File: src/rtl/sub_16b_seq_pkg.sv
// Shared constants and FSM encoding for the nibble-serial 16-bit subtractor.
// Latency: n/a (declarations only).
// Backpressure: n/a.
package sub_16b_seq_pkg;

    localparam int WORD_W = 16;
    localparam int NIB_W  = 4;

    typedef enum logic [1:0] {
        IDLE = 2'd0,
        RUN  = 2'd1,
        DONE = 2'd2
    } state_t;

endpackage

File: src/rtl/sub_16b_seq_sub_4b.sv
// Combinational slice: a + ~b + c_in, with group propagate/generate.
// Latency: 0 cycles (pure combinational).
// Backpressure: none, no handshake.
import sub_16b_seq_pkg::*;

module sub_4b #(
    parameter int W = NIB_W
) (
    input  logic [W-1:0] a,
    input  logic [W-1:0] b,
    input  logic         c_in,
    output logic [W-1:0] sum,
    output logic         c_out,
    output logic         p,
    output logic         g
);

    logic [W:0] full_sum;
    logic [W:0] gen_sum;

    // Slice arithmetic; g is the carry the slice makes on its own, p says a carry-in would ripple through.
    always_comb begin
        full_sum = {1'b0, a} + {1'b0, ~b} + {{W{1'b0}}, c_in};
        gen_sum  = {1'b0, a} + {1'b0, ~b};
        sum      = full_sum[W-1:0];
        c_out    = full_sum[W];
        g        = gen_sum[W];
        p        = &(a ^ ~b);
    end

endmodule

File: src/rtl/sub_16b_seq.sv
// Nibble-serial 16-bit subtractor: diff = a - b - b_in, with borrow/overflow/zero flags.
// Latency: result valid exactly 4 edges after the accept edge; accept-to-accept at least 6 edges.
// Backpressure: result held in DONE while out_ready=0; in_ready only in IDLE.
import sub_16b_seq_pkg::*;

module sub_16b_seq #(
    parameter int NIB_W = sub_16b_seq_pkg::NIB_W
) (
    input  logic        clk,
    input  logic        rst,
    input  logic [15:0] a,
    input  logic [15:0] b,
    input  logic        b_in,
    input  logic        in_valid,
    output logic        in_ready,
    output logic [15:0] diff,
    output logic        b_out,
    output logic        ovf,
    output logic        zero,
    output logic        out_valid,
    input  logic        out_ready
);

    localparam int NUM_NIB = WORD_W / NIB_W;
    localparam int IDX_W   = $clog2(NUM_NIB);
    localparam logic [IDX_W-1:0] LAST_IDX = IDX_W'(NUM_NIB - 1);

    state_t             state_q;
    state_t             state_d;
    logic [IDX_W-1:0]   idx_q;
    logic               carry_q;
    logic [WORD_W-1:0]  a_q;
    logic [WORD_W-1:0]  nb_q;
    logic [WORD_W-1:0]  diff_next;

    logic [NIB_W-1:0]   slice_a;
    logic [NIB_W-1:0]   slice_b;
    logic [NIB_W-1:0]   slice_sum;
    logic               slice_c_out;
    logic               slice_p;
    logic               slice_g;
    logic               slice_carry;
    logic               last_nib;

    // Subtrahend is stored complemented; the slice complements its b port itself,
    // so it is handed the original subtrahend bits of the current nibble.
    assign slice_a     = a_q[idx_q*NIB_W +: NIB_W];
    assign slice_b     = ~nb_q[idx_q*NIB_W +: NIB_W];
    assign slice_carry = slice_g | (slice_p & carry_q);
    assign last_nib    = (idx_q == LAST_IDX);

    sub_4b #(.W(NIB_W)) u_slice (
        .a     (slice_a),
        .b     (slice_b),
        .c_in  (carry_q),
        .sum   (slice_sum),
        .c_out (slice_c_out),
        .p     (slice_p),
        .g     (slice_g)
    );

    // Result word with the current nibble merged in.
    always_comb begin
        diff_next = diff;
        diff_next[idx_q*NIB_W +: NIB_W] = slice_sum;
    end

    // FSM state register.
    always_ff @(posedge clk) begin
        if (rst) begin
            state_q <= IDLE;
        end else begin
            state_q <= state_d;
        end
    end

    // FSM next state; the unused encoding falls back to IDLE.
    always_comb begin
        state_d = state_q;
        case (state_q)
            IDLE:    if (in_valid)  state_d = RUN;
            RUN:     if (last_nib)  state_d = DONE;
            DONE:    if (out_ready) state_d = IDLE;
            default:                state_d = IDLE;
        endcase
    end

    // FSM outputs: handshake flags are pure functions of state.
    always_comb begin
        in_ready  = (state_q == IDLE);
        out_valid = (state_q == DONE);
    end

    // Datapath: capture on accept, one nibble per RUN edge, flags on the final nibble.
    always_ff @(posedge clk) begin
        if (rst) begin
            idx_q   <= '0;
            carry_q <= 1'b0;
            a_q     <= '0;
            nb_q    <= '0;
            diff    <= '0;
            b_out   <= 1'b0;
            ovf     <= 1'b0;
            zero    <= 1'b0;
        end else begin
            case (state_q)
                IDLE: begin
                    if (in_valid) begin
                        a_q     <= a;
                        nb_q    <= ~b;
                        carry_q <= ~b_in;
                        idx_q   <= '0;
                    end
                end
                RUN: begin
                    diff    <= diff_next;
                    carry_q <= slice_carry;
                    idx_q   <= idx_q + 1'b1;
                    if (last_nib) begin
                        b_out <= ~slice_c_out;
                        ovf   <= (a_q[WORD_W-1] != ~nb_q[WORD_W-1]) &&
                                 (diff_next[WORD_W-1] != a_q[WORD_W-1]);
                        zero  <= (diff_next == '0);
                    end
                end
                default: ;
            endcase
        end
    end

endmodule

File: config.mk
export PLATFORM = sky130hd
export DESIGN_NAME = sub_16b_seq
export DESIGN_NICKNAME = d
export VERILOG_FILES = /design/src/rtl/sub_16b_seq_pkg.sv /design/src/rtl/sub_16b_seq_sub_4b.sv /design/src/rtl/sub_16b_seq.sv
export SDC_FILE = /design/constraint.sdc
export NUM_CORES = 1
export LEC_CHECK = 0
export ABC_AREA = 1
export CAP_MARGIN = 40
export CORE_MARGIN = 3
export CORE_UTILIZATION = 31
export CTS_BUF_LIST = sky130_fd_sc_hd__clkbuf_4
export CTS_CLUSTER_SIZE = 28
export DETAILED_ROUTE_END_ITERATION = 16
export GPL_ROUTABILITY_DRIVEN = 1
export PLACE_DENSITY_LB_ADDON = 0.15
export SLEW_MARGIN = 20
export SYNTH_ARGS = -nofsm -noshare
export SYNTH_HDL_FRONTEND = slang
export SYNTH_SLANG_ARGS = --single-unit
File: constraint.sdc
create_clock -name clk -period 9.4 [get_ports clk]
set_input_delay 1.88 -clock clk [delete_from_list [all_inputs] [get_ports clk]]
set_output_delay 1.88 -clock clk [all_outputs]
set_load 0.03 [all_outputs]
==> deck_impl_summary.md, run 1 <==
Physical Implementation Snapshot

Status
  – Status: completed

Pwr
  – Int Power: 354 uW
  – Pwr Total: approximately 550 uW
  – Leakage power: ~1.6 nW

STA
  – Slew Limit Fails: 0
  – Hold Fails Final Rpt: 0
  – Fmax: 282 MHz

Route
  – Initial DRC count: 152
  – Routed WL per cell: around 13 um
  – Drt drc: 0
  – ANT nets after route: 0

Critical path
  – Worst EP required: between 7000 and 8000 ps
  – Crit path capture type: output port
  – CP Class: reg -> out
  – Worst-path maximum fanout: 3
  – Worst path cell trace: inv_1, nor2_1, clkdlybuf4s50_1

CTS
  – Htree depth: 2
  – Post-CTS sizing: 0

Hold path
  – Path type of the worst min-delay path: reg -> reg

Final layout
  – Fill cell count: about 970

Yosys
  – Post-synth seq share: 0.390
## run 1: critical path, delay by kind of cell, from the launching register on
family	cells	cell delay, ps
buffers and inverters	2	740
flip-flops	1	430
AND/OR/NAND/NOR	1	120
## run 1: metal layers
metal / track usage / vias up
li1: - / 1451
met1: 0.228 / 1201
met2: 0.219 / 57
met3: 0.0246 / 5
met4: 0.0303 / 0
met5: 0 / -
## run 1: cell usage in the layout (no fill, tap or decap)
cell type / instances
nor2_1: 79
o21ai_0: 66
clkdlybuf4s50_1: 57
dfxtp_1: 56
inv_1: 50
nand2_1: 48
a21oi_1: 33
nand3_1: 12
ha_1: 12
o22ai_1: 9
clkbuf_4: 5
o211ai_1: 4
inv_2: 3
nor2_2: 3
nand4_1: 3
a211oi_1: 2
o21a_1: 2
or2_2: 2
nand3_2: 2
a21oi_2: 2
clkinvlp_4: 2
buf_4: 2
nor2_4: 1
or2_1: 1
nand2_2: 1
xor2_1: 1
o21bai_1: 1
o21ai_2: 1
a221oi_1: 1
fa_1: 1
clkinv_1: 1
buf_8: 1
## run 1: registers in the layout, indices dropped and copies added, names as in the netlist
| signal | count |
|---|---|
| a_q | 16 |
| zero | 1 |
| carry_q | 1 |
| nb_q | 16 |
| idx_q | 2 |
| b_out | 1 |
| diff | 16 |
| state_q | 2 |
| ovf | 1 |
## run 1: final cells by class
cell class / count / area share
repair buffers: 60 / 0.168
multi-input cells: 287 / 0.409
well taps: 108 / 0.0378
clock inverters: 3 / 0.00525
inverters: 53 / 0.0556
flip-flops and latches: 56 / 0.314
clock buffers: 5 / 0.0105
## run 1: stage by stage
step	area [um^2]	hold slack (ps)	setup WS (ps)	std cells
floorplan	2870	449	6320	416
global placement	3500	462	5390	563
detailed placement	3520	468	5520	564
CTS	3580	498	5830	572
global route	3580	525	5720	572
finish	3580	494	5850	572
## run 1: cells by family after synthesis
| group | count (synthesis) | synth area share |
|---|---|---|
| simple gates | 152 | 0.220 |
| compound gates | 121 | 0.228 |
| buf+inv | 73 | 0.0998 |
| flops | 56 | 0.390 |
| fa+ha+maj | 13 | 0.0593 |
| xor+xnor | 1 | 0.00305 |
## run 1: worst paths after layout
kind	from	end	cells past startpoint
max	state_q[1]	out_valid	3
min	zero	zero	2
max reg2reg	idx_q[1]	zero	17
min reg2reg	zero	zero	2
## run 1: power by group through the flow
stage | Clock, mW | Combinational, mW | Sequential (mW)
finish | 0.105 | 0.176 | 0.269
global route | 0.120 | 0.202 | 0.272
CTS | 0.112 | 0.177 | 0.269
detailed placement | 0 | 0.176 | 0.274
global placement | 0 | 0.174 | 0.274
floorplan | 0 | 0.108 | 0.284
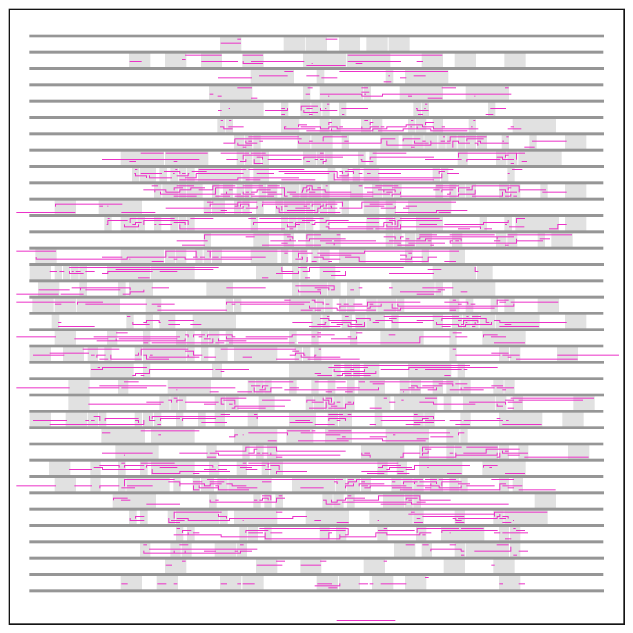
Run 1: M1 wires
(6 px per um) Supply wires on this layer in grey. Cells faint in the background.
The layer holds 50% of the routed length. The longest straight run is 46.9 um. The layer carries 3720 um of wire. 461 nets have wire on it.
via count: 2714
GR Util met1: 0.228
final wirelength: 7400 um

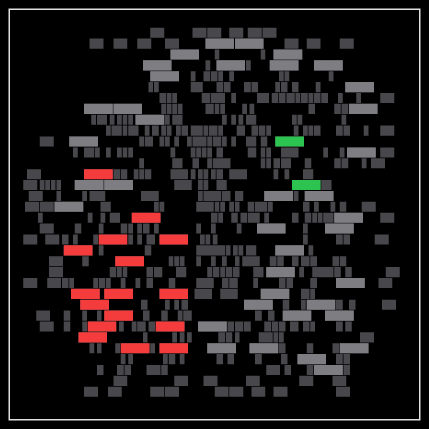
Run 1: sequential cells grouped by signal name
(4 px per um) Other sequential cells in the stronger grey, the rest of the logic in the fainter grey.
Key: idx_q = green [flops 2]; a_q = red [flops 16]
seq pwr: 269 uW
FF+latch area: 0.00112 mm^2

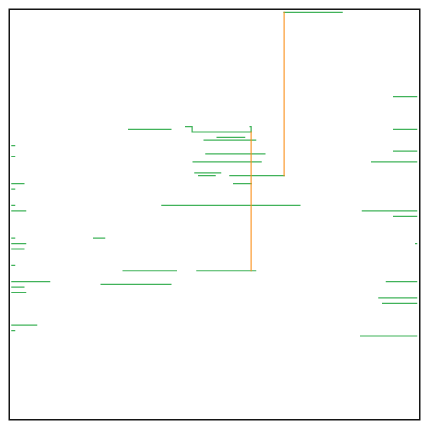
Run 1: wiring by layer
(4 px per um) Only two layers are drawn.
Key: metal 3 = green [wire length 335 um]; metal 4 = orange [wire length 75.5 um]

Run 1, routing congestion:
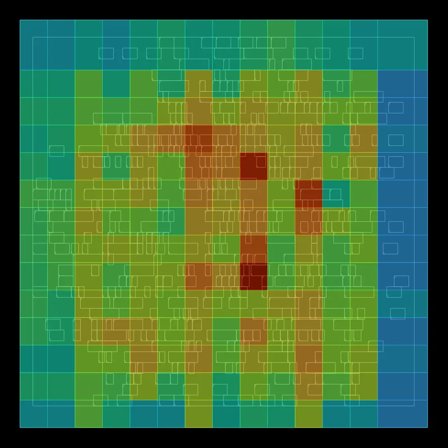

==> run 2: changes to the inputs <==
==> constraint.sdc (replaced) <==
create_clock -name clk -period 2.86 [get_ports clk]
set_input_delay 0.572 -clock clk [delete_from_list [all_inputs] [get_ports clk]]
set_output_delay 0.572 -clock clk [all_outputs]
set_load 0.03 [all_outputs]
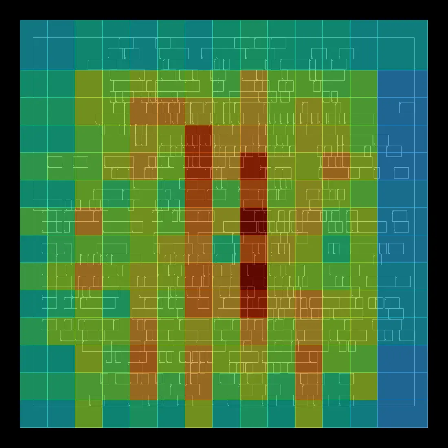
Run 2: routing congestion
Routed WL per cell: 13.1 um
most used routing layer: met2
total track usage: 0.152
GR Util met1: 0.221

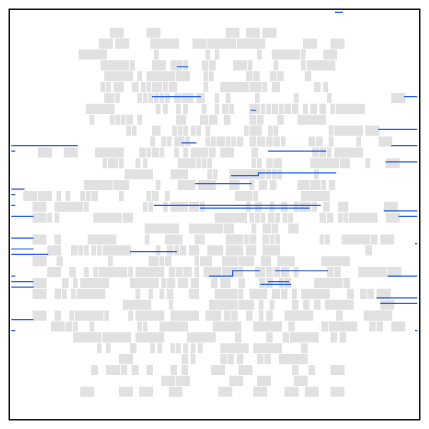
Run 2: signal wires on met3
(4 px per um) Cells faint in the background.
The layer holds 4.3% of the routed length. 35 nets have wire on it.

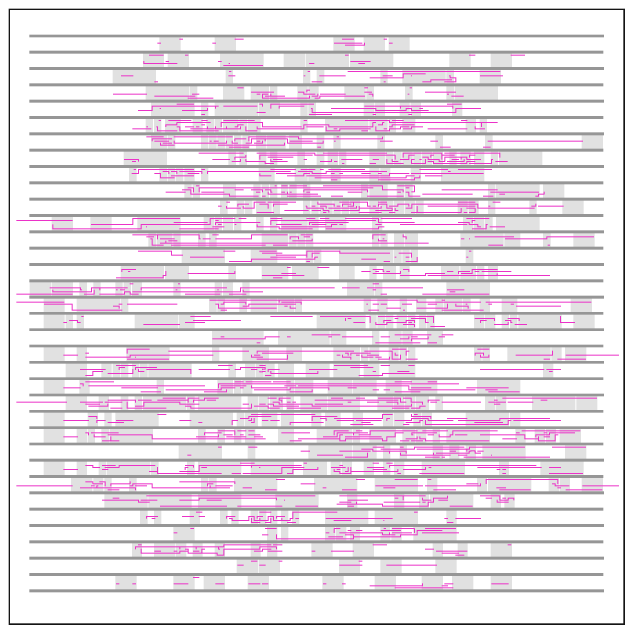
Run 2: M1 wires
(6 px per um) Supply wires on this layer in grey. Cells faint in the background.
The layer carries 3800 um of wire. The layer holds 50% of the routed length. 470 nets have wire on it. The longest straight run is 44.6 um.
via count: 2740
final wirelength: 7580 um

==> run 2 against run 1 <==
Compared with the run above:
- wire length increased by 2.4%
- first-iteration DRC count decreased by 12%
- cell area up 4.8%
- die size stayed put
- final cell count grew 1.6%
- largest cell class unchanged
- clock skew grew 10 ps
- utilization is 2.0 points higher
- critical endpoint is now zero
- critical path type is now reg -> reg
- register-to-register slack got worse by 5900 ps
==> deck_impl_summary.md, run 2 <==
Physical Implementation Snapshot

Route
  – ANT nets after route: 0 (unchanged)
  – Vias per Instance: around 4.7
  – Drt drc: 0 (unchanged)
  – Routed length on met3: roughly 320 um
  – Initial DRC count: 134 (-12%)

Yosys
  – Share of the synthesized area in the top cell type: 0.390
  – Synth flops: approximately 56
  – Post-synth seq share: 0.390 (unchanged)
  – Top cells by area: dfxtp_1, o21ai_0, nor2_1

STA
  – Slew Limit Fails: 0 (unchanged)
  – Setup violators final: 0
  – Hold Fails Final Rpt: 0 (unchanged)
  – Fmax: about 370 MHz
  – Slew headroom: 0.543

Final layout
  – Most frequent cells in the layout: nor2_1, o21ai_0, clkdlybuf4s50_1
  – Final Core Density: 0.424
  – FF+latch area: 0.00113 mm^2 (+0.67%)
  – Biggest regs: a_q: 16 flops, diff: 16 flops, nb_q: 16 flops
  – Fill cell count: 955 (-1.5%)
  – Most used logic cell in the final layout: nor2_1

Critical path
  – Crit path capture type: flip-flop
  – CP Class: reg -> reg
  – Worst EP required: 3220 ps (-4300 ps)
  – Worst-path maximum fanout: 14 (+11)

Flow run
  – Tally of OpenROAD warnings: 32

CTS
  – Htree depth: 2 (unchanged)
  – Clock buffer depth: 2
  – TritonCTS buffer count: 5
  – Clock root buffer: clkbuf_4

Status
  – Status: completed

Hold path
  – Path type of the worst min-delay path: reg -> reg

Global routing
  – Global-route wire length before repair: between 10000 and 15000 um

Floorplanning
  – FP Core Util: 0.325
  – DIE HEIGHT: 102 um
  – Boundary pin count: 58

Pwr
  – Leakage power: 1.64 nW (+4.6%)
run 2: critical path: stages (launching register included):
cell and delay [ps]:
dfxtp_4 450, inv_8 70, nor2_1 130, o22ai_2 110
ha_2 210, fa_2 600, ha_4 130, nand3_1 140
nand3_1 160, nand2_1 90, nor2_2 110, nand2_1 50
nor2_1 70, nand2_1 70, nor2_2 110, nand3_2 70
a21oi_2 110
run 2: cells by family after synthesis:
kind of cell | synth area share
and+or+nand+nor | 0.220
AOI/OAI and AO/OA | 0.228
buffers and inverters | 0.0998
DFF | 0.390
adders and majority gates | 0.0593
xor gates and xnor gates | 0.00305
run 2: final cells by class:
type | instances | share of cell area
repair buffers | 69 | 0.182
clock inverters | 3 | 0.00567
flip-flops and latches | 56 | 0.301
well taps | 108 | 0.0360
clock buffers | 5 | 0.0100
multi-input cells | 287 | 0.411
inverters | 53 | 0.0551
run 2: report_power, final:
part           total, mW  switching (mW)  internal [mW]
clock network      0.369           0.271         0.0980
logic              0.618           0.357          0.262
registers          0.894          0.0494          0.845
run 2: stage by stage:
| stage | power [mW] | std cells | area (um^2) | worst slack, ps | hold WS, ps |
|---|---|---|---|---|---|
| floorplan | 1.29 | 416 | 2880 | 51.3 | 449 |
| global route | 2.01 | 581 | 3750 | -40.3 | 529 |
| global placement | 1.48 | 572 | 3590 | 132 | 470 |
| CTS | 1.85 | 580 | 3640 | 2.46 | 499 |
| detailed placement | 1.49 | 572 | 3590 | 41.6 | 474 |
| finish | 1.88 | 581 | 3750 | 144 | 495 |
run 2: repair_timing:
item,in CTS,in global routing
setup endpoints to repair,0,3
buffers inserted,0,1
resized,0,29
run 2: final timing paths:
check,slack (ps),depth (start not counted),endpoint,from
max reg2reg,140,16,zero,idx_q[0]
min,500,2,zero,zero
min reg2reg,500,2,zero,zero
max,140,16,zero,idx_q[0]
run 2: routing by layer:
metal,track usage,vias up
met5,0,-
met4,0.0414,0
met3,0.0246,9
met2,0.234,50
met1,0.221,1213
li1,-,1468
Run 2, sequential cells grouped by signal name:
(4 px per um) Other sequential cells in the stronger grey, the rest of the logic in the fainter grey.
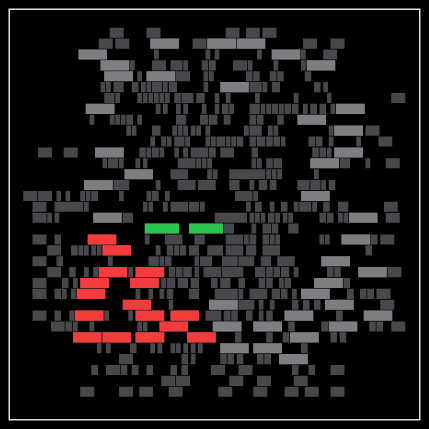

==> run 3: changes to the inputs <==
--- a/config.mk
+++ b/config.mk
@@ -5,9 +5,8 @@
 export SDC_FILE = /design/constraint.sdc
 export NUM_CORES = 1
 export LEC_CHECK = 0
-export ABC_AREA = 1
 export CAP_MARGIN = 40
-export CORE_MARGIN = 3
+export CORE_MARGIN = 2
 export CORE_UTILIZATION = 31
 export CTS_BUF_LIST = sky130_fd_sc_hd__clkbuf_4
 export CTS_CLUSTER_SIZE = 28
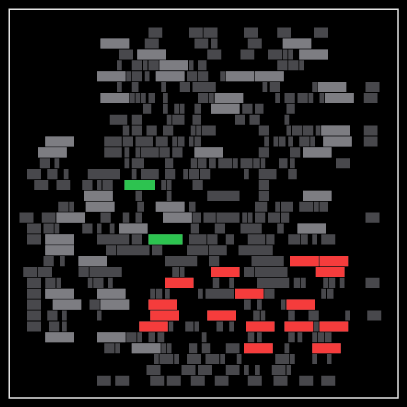
Run 3: sequential cells grouped by signal name
(4 px per um) Other sequential cells in the stronger grey, the rest of the logic in the fainter grey.
Key: idx_q = green [flops 2]; a_q = red [flops 16]
fraction of area in registers: 0.323
Final Core Density: 0.420
FF+latch area: 0.00113 mm^2
seq pwr: 855 uW

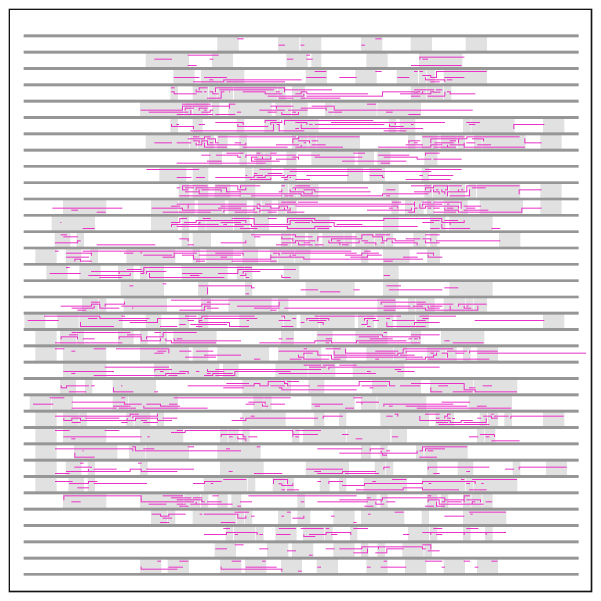
Run 3: M1 wires
(6 px per um) Supply wires on this layer in grey. Cells faint in the background.
374 nets have wire on it. The wires run mostly horizontal. The layer carries 3450 um of wire.

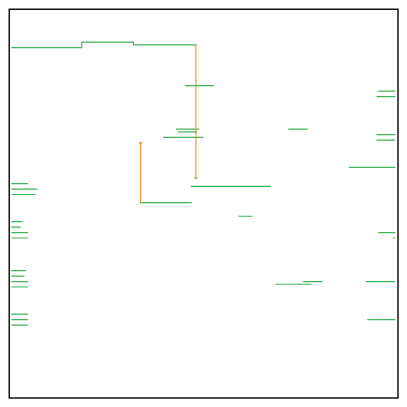
Run 3: wiring by layer
(4 px per um) Only two layers are drawn.
Key: metal 4 = orange [wire length 48.3 um]; metal 3 = green [wire length 229 um]
via count: 2320
Routed WL per cell: 14.4 um
final wirelength: 6780 um

==> run 3 against run 2 <==
Compared with the run above:
- utilization fell by 0.33 points
- cell area shrank 6.9%
- largest cell class unchanged
- global-route usage shrank 0.88 points
- critical endpoint unchanged
- critical path type unchanged
- synthesized cell count fell by 27%
- fmax is 3.9% lower
- first-iteration DRC count down 16%
- via count fell by 15%
==> deck_impl_summary.md, run 3 <==
Physical Implementation Snapshot

Status
  – Status: completed

Critical path
  – Worst EP required: 3160 ps (-60 ps)
  – Worst R2R Setup Slack: 30 ps (-110 ps)
  – Worst r2r dst: zero
  – Cell family with most CP delay: adder cells
  – Crit path capture type: flip-flop
  – Critical-path top delay cell: fa_2
  – Crit. Startpoint: idx_q[0]
  – Worst path buffer plus inverter count: 0 (-1)
  – Worst reg2reg path depth: 8 (-8)
  – Worst-path maximum fanout: 8 (-6)

Yosys
  – Share of the synthesized area in the top cell type: 0.420 (+0.0297)
  – Post-synth seq share: 0.420 (+0.0297)

STA
  – Slew headroom: 0.676 (+0.133)
  – Fmax: 354 MHz (-3.9%)
  – Setup violators final: 0 (unchanged)
  – Slew Limit Fails: 0 (unchanged)
  – Hold Fails Final Rpt: 0 (unchanged)

Floorplanning
  – DIE HEIGHT: 96.8 um (-5.3%)
  – FP Core Util: 0.322 (-0.00295)
  – Boundary pin count: 58 (unchanged)

Final layout
  – Non-Filler Instances: 470 (-19%)
  – Most used logic cell in the final layout: clkdlybuf4s50_1
  – Biggest regs: a_q: 16 flops, diff: 16 flops, nb_q: 16 flops

Hold path
  – Hold EP: a_q[13]
  – Hold Path Depth: 2 (unchanged)

Route
  – Drt drc: 0 (unchanged)
  – ANT nets after route: 0 (unchanged)
  – Vias per Instance: 4.94 (+4.7%)
  – Initial DRC count: 112 (-16%)

CTS
  – Htree depth: 2 (unchanged)
  – TritonCTS buffer count: 5 (unchanged)
  – Clock buffer depth: 2 (unchanged)
  – Clock root buffer: clkbuf_4
run 3: netlist changes by cell type after synthesis, moves of 4 or more:
cell | previous run | this run
o22ai_1 | 9 | 1
a211oi_1 | 2 | 17
inv_1 | 50 | 5
o211ai_1 | 4 | 0
nor2b_1 | 0 | 4
nor2_1 | 79 | 50
mux4_2 | 0 | 8
a22oi_1 | 0 | 14
nand3_1 | 12 | 2
a21oi_1 | 33 | 27
o21ai_0 | 66 | 1
nand2b_1 | 0 | 4
run 3: what timing repair did:
action,in CTS,in global routing
pin swaps,0,0
buffers inserted,2,1
gates resized,1,2
endpoints found under the setup margin,1,1
run 3: stage by stage:
| stage | util | hold WS [ps] | area [um^2] | setup TNS [ps] |
|---|---|---|---|---|
| global placement | 0.409 | 446 | 3400 | 0 |
| floorplan | - | 433 | 2680 | 0 |
| global route | 0.420 | 486 | 3490 | -96.5 |
| CTS | 0.419 | 468 | 3480 | 0 |
| finish | 0.420 | 467 | 3490 | 0 |
| detailed placement | 0.409 | 447 | 3400 | 0 |
run 3: kinds of logic (layout without fill, tap and decap cells):
group	count (synthesis)	in the layout	synth area share
XOR/XNOR	4	4	0.0188
adder cells (fa/ha/maj)	13	13	0.0638
AND/OR/NAND/NOR	126	126	0.205
flip-flops	56	56	0.420
multiplexers	8	8	0.0675
AND-OR/OR-AND	74	74	0.189
buffers and inverters	22	84	0.0356
run 3: power by group:
group / leakage [nW] / internal (mW) / switching, mW
sequential: 0.460 / 0.823 / 0.0320
combinational: 0.819 / 0.191 / 0.204
clock: 0.0274 / 0.0974 / 0.264
total: 1.31 / 1.11 / 0.500
run 3: cell type report:
type                       count  area [um^2]
sequential                    56         1130
inverter                       5         18.8
timing repair buffer          71          683
clock buffer                   5         37.5
clock inverter                 3         23.8
multi-input combinational    225         1470
fill                         849         4810
tap                          105          131
run 3: worst max path at each step:
stage | to | depth (start not counted)
after floorplan | zero | 9
after global placement | zero | 8
after detailed placement | zero | 8
after CTS | zero | 8
after global routing | zero | 9
final | zero | 8
run 3: layer usage:
| layer | vias up | share of wire | routed length (um) | global-route usage |
|---|---|---|---|---|
| met3 | 4 | 0.034 | 229 | 0.0260 |
| met2 | 47 | 0.45 | 3050 | 0.227 |
| met4 | 0 | 0.0071 | 48 | 0.0379 |
| li1 | 1191 | - | - | - |
| met5 | - | 0 | 0 | 0 |
| met1 | 1078 | 0.51 | 3450 | 0.201 |
run 3: tightest hold or removal path, stage by stage, from the launching register on:
cell and delay (ps):
dfxtp_1 340, nand2_1 50, a21oi_1 50
No activity file was given, so power comes from the tool's default toggle rates.
